==> src/rtl/cdb_result_queue.sv <==
// ---------------------------------------------------------------------------
// cdb_result_queue
//   A holding queue for one functional unit's completed results, sitting in
//   front of one CDB arbiter request port. Results are captured in completion
//   order, and the oldest one is presented to the arbiter until it is granted.
//
// Handshake semantics (both sides, sampled at the rising edge of clk):
//   push : fuValid && fuReady  -> the entry at tail is written, and tail advances
//   pop  : request && grant    -> the head entry is released, and head advances
//   fuReady and request depend only on registered occupancy. There is no
//   combinational path from grant to fuReady, so a full queue refuses a push
//   even when it is popped in the same cycle. A grant while request is low,
//   and a fuValid while fuReady is low, both have no effect.
//
// Ports:
//   clk           clock
//   clear         asynchronous active-low reset; empties the queue and zeroes storage
//   flush         synchronous flush; empties the queue at the next edge and
//                 overrides any push or pop in the same cycle
//   fuValid/fuResult/fuRob/fuAddress/fuControl   result from the functional unit
//   fuReady       queue can accept a push this cycle
//   request       head entry valid (arbiter request)
//   grant         arbiter grant for this queue
//   result/robEntry/fetchAddress/controlPC        head entry fields
//   count         number of occupied entries
// ---------------------------------------------------------------------------
module cdb_result_queue #(
  parameter int WIDTH   = 31,
  parameter int ROB     = 2,
  parameter int CONTROL = 6,
  parameter int DEPTH   = 4
) (
  input  logic                      clk,
  input  logic                      clear,
  input  logic                      flush,
  input  logic                      fuValid,
  input  logic [WIDTH:0]            fuResult,
  input  logic [ROB:0]              fuRob,
  input  logic [WIDTH:0]            fuAddress,
  input  logic [CONTROL:0]          fuControl,
  output logic                      fuReady,
  output logic                      request,
  input  logic                      grant,
  output logic [WIDTH:0]            result,
  output logic [ROB:0]              robEntry,
  output logic [WIDTH:0]            fetchAddress,
  output logic [CONTROL:0]          controlPC,
  output logic [$clog2(DEPTH):0]    count
);

  localparam int PW = $clog2(DEPTH);
  localparam logic [PW:0] L_FULL = (PW+1)'(DEPTH);

  logic [PW-1:0]    r_head;
  logic [PW-1:0]    r_tail;
  logic [PW:0]      r_count;
  logic [WIDTH:0]   r_result  [DEPTH];
  logic [ROB:0]     r_rob     [DEPTH];
  logic [WIDTH:0]   r_address [DEPTH];
  logic [CONTROL:0] r_control [DEPTH];

  logic w_ready;
  logic w_request;
  logic w_push;
  logic w_pop;

  assign w_ready   = (r_count != L_FULL);
  assign w_request = (r_count != '0);
  assign w_push    = fuValid && w_ready;
  assign w_pop     = w_request && grant;

  always_ff @(posedge clk or negedge clear) begin
    if (!clear) begin
      r_head  <= '0;
      r_tail  <= '0;
      r_count <= '0;
      for (int i = 0; i < DEPTH; i++) begin
        r_result[i]  <= '0;
        r_rob[i]     <= '0;
        r_address[i] <= '0;
        r_control[i] <= '0;
      end
    end else if (flush) begin
      // Storage is left untouched. With count at zero, its contents are unobservable.
      r_head  <= '0;
      r_tail  <= '0;
      r_count <= '0;
    end else begin
      if (w_push) begin
        r_result[r_tail]  <= fuResult;
        r_rob[r_tail]     <= fuRob;
        r_address[r_tail] <= fuAddress;
        r_control[r_tail] <= fuControl;
        r_tail            <= r_tail + 1'b1;  // DEPTH is a power of two, so wrap is natural
      end
      if (w_pop) begin
        r_head <= r_head + 1'b1;
      end
      case ({w_push, w_pop})
        2'b10:   r_count <= r_count + 1'b1;
        2'b01:   r_count <= r_count - 1'b1;
        default: r_count <= r_count;
      endcase
    end
  end

  assign fuReady      = w_ready;
  assign request      = w_request;
  assign count        = r_count;
  assign result       = r_result[r_head];
  assign robEntry     = r_rob[r_head];
  assign fetchAddress = r_address[r_head];
  assign controlPC    = r_control[r_head];

endmodule

==> config.mk <==
export PLATFORM = sky130hd
export DESIGN_NAME = cdb_result_queue
export DESIGN_NICKNAME = d
export VERILOG_FILES = /design/src/rtl/cdb_result_queue.sv
export SDC_FILE = /design/constraint.sdc
export NUM_CORES = 1
export LEC_CHECK = 0
export CAP_MARGIN = 10
export CORE_ASPECT_RATIO = 0.6
export CORE_UTILIZATION = 60
export DETAILED_ROUTE_END_ITERATION = 10
export MAX_ROUTING_LAYER = met4
export PLACE_DENSITY = 0.92
export SKIP_LAST_GASP = 1
export SYNTH_ARGS = -nofsm -noshare
export SYNTH_HDL_FRONTEND = slang
export SYNTH_SLANG_ARGS = --single-unit
==> constraint.sdc <==
create_clock -name clk -period 4.18 [get_ports clk]
set_input_delay 0.418 -clock clk [delete_from_list [all_inputs] [get_ports clk]]
set_output_delay 0.418 -clock clk [all_outputs]
set_load 0.03 [all_outputs]
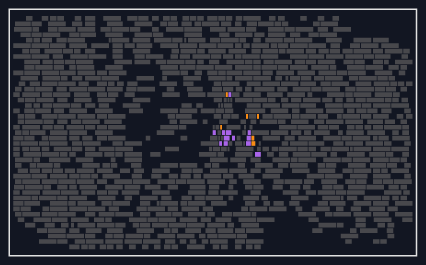
logic_types.png
(2 px per um)
purple -> inverting AOI/OAI gates  # cells 12, where middle
orange -> NOR gates  # cells 6, where middle
count of non-filler cells in the finished layout: 1,261
Commonest Layout Cell: sky130_fd_sc_hd__dfrtp_1
proportion of cell area occupied by multi-input gates: 36.94%

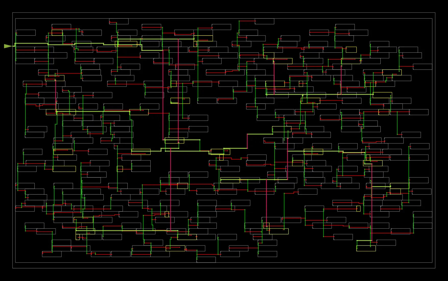
clocks.png
worst-case clock skew: 8.878 ps
clock buffer count: 38
CTS Buf Count: 27
flip-flop and latch count: 303

==> summary.txt <==
Quick summary of the implementation run below.

Counting buffers and inverters, the worst setup path is 3 cells deep. The final reports fail on hold timing. The data required time at the worst endpoint came out at 3760 ps. After layout, the worst path uses 80.70% of the clock period.

The total power consumption of the routed design is 11.92 mW. The area share of xor/xnor cells in the synthesized design is 0.1808%. The number of cells on the worst reg-to-reg path came out at 5.

0 antenna diodes ended up in the layout. The type of destination of the critical path is an output port. The synthesis report lists the most area-consuming cells as sky130_fd_sc_hd__dfrtp_1, sky130_fd_sc_hd__mux2_4, sky130_fd_sc_hd__mux4_2. The script computed the net switching share of total power as 30.80%. The top fanout value on the critical path came out at 44. The global router's overall resource usage is 25.89%. After legalization and detailed placement, the total HPWL measured 18.20 mm. The cell count in the Yosys report is 778. Final hold analysis gives a worst-case slack of -33.71 ps. The number of gates resized after cts came out at 0.

Traced cell by cell, the critical path runs through buf_12, mux4_2, clkdlybuf4s50_1. STA classifies the critical path startpoint as a register. The instance tally after logic synthesis came out at 778. At the later pin of the worst-skew pair, clock insertion delay measures 530 ps. The post-synthesis cell type count is 34. Among the non-sequential cells, multiplexers take the most area.

Ranked by instance count, the synthesized netlist is headed by sky130_fd_sc_hd__dfrtp_1, sky130_fd_sc_hd__mux2_4, sky130_fd_sc_hd__mux4_2. The chip footprint is 24,860 um2. Among all cell types in the netlist, the one instantiated most often is sky130_fd_sc_hd__dfrtp_1. The share of total power in the clock network is 20.9%. Looking at the worst setup and hold paths, the clock pins of their registers show a slew of 70 ps. Looking at the setup timing report, the critical path kind is reg2out.

The final timing report gives a worst setup slack of 806.7 ps. The setup slack of the most critical reg-to-reg path came out at 1370 ps. Across all checked pins, the minimum headroom to the slew limit is 32.92%. The run finished, with violations left. Broken down by cell family, the worst path's largest delay share belongs to buffers and inverters.

The area growth from synthesis to final layout came out at 16.48%. The most area-hungry cell type in the Yosys netlist is sky130_fd_sc_hd__dfrtp_1. The area fraction in mux cells is 40.61%.

Per the synthesis report, the single largest cell type by area occupies 52.19% of cell area. The number of max-cap violations came out at 0. The hold violation total from the final report came out at 11. The worst path needs 3373 ps of the cycle, external delays included. The total congestion overflow after global routing is 0. The post-placement worst setup slack came out at 1253 ps. The yosys-reported design area after synthesis came out at 14,530 um2.

The number of detailed-routing iterations run before antenna repair came out at 4.
-- metal layers --
layer	routed length (um)	vias up	global-route usage, %
li1	-	3188	-
met1	14140	4037	39.13
met2	13440	194	37.80
met3	1663	30	4.169
met4	350	0	4.370
met5	0	-	-
-- worst min-delay path by stage --
stage                                      to
floorplan                count[0]$_DFFE_PN0P_
global placement     r_control[8]$_DFFE_PN0P_
detailed placement  r_address[33]$_DFFE_PN0P_
CTS                 r_result[125]$_DFFE_PN0P_
global route        r_result[125]$_DFFE_PN0P_
finish              r_result[125]$_DFFE_PN0P_
-- layout make-up --
type	instances	area share, %
Sequential cell	303	44.85
Multi-Input combinational cell	418	36.94
Tap cell	315	2.329
Inverter	4	0.08872
Clock buffer	38	4.769
Clock inverter	10	0.4880
Timing Repair Buffer	173	10.54
Power and IR drop assume default switching activity.
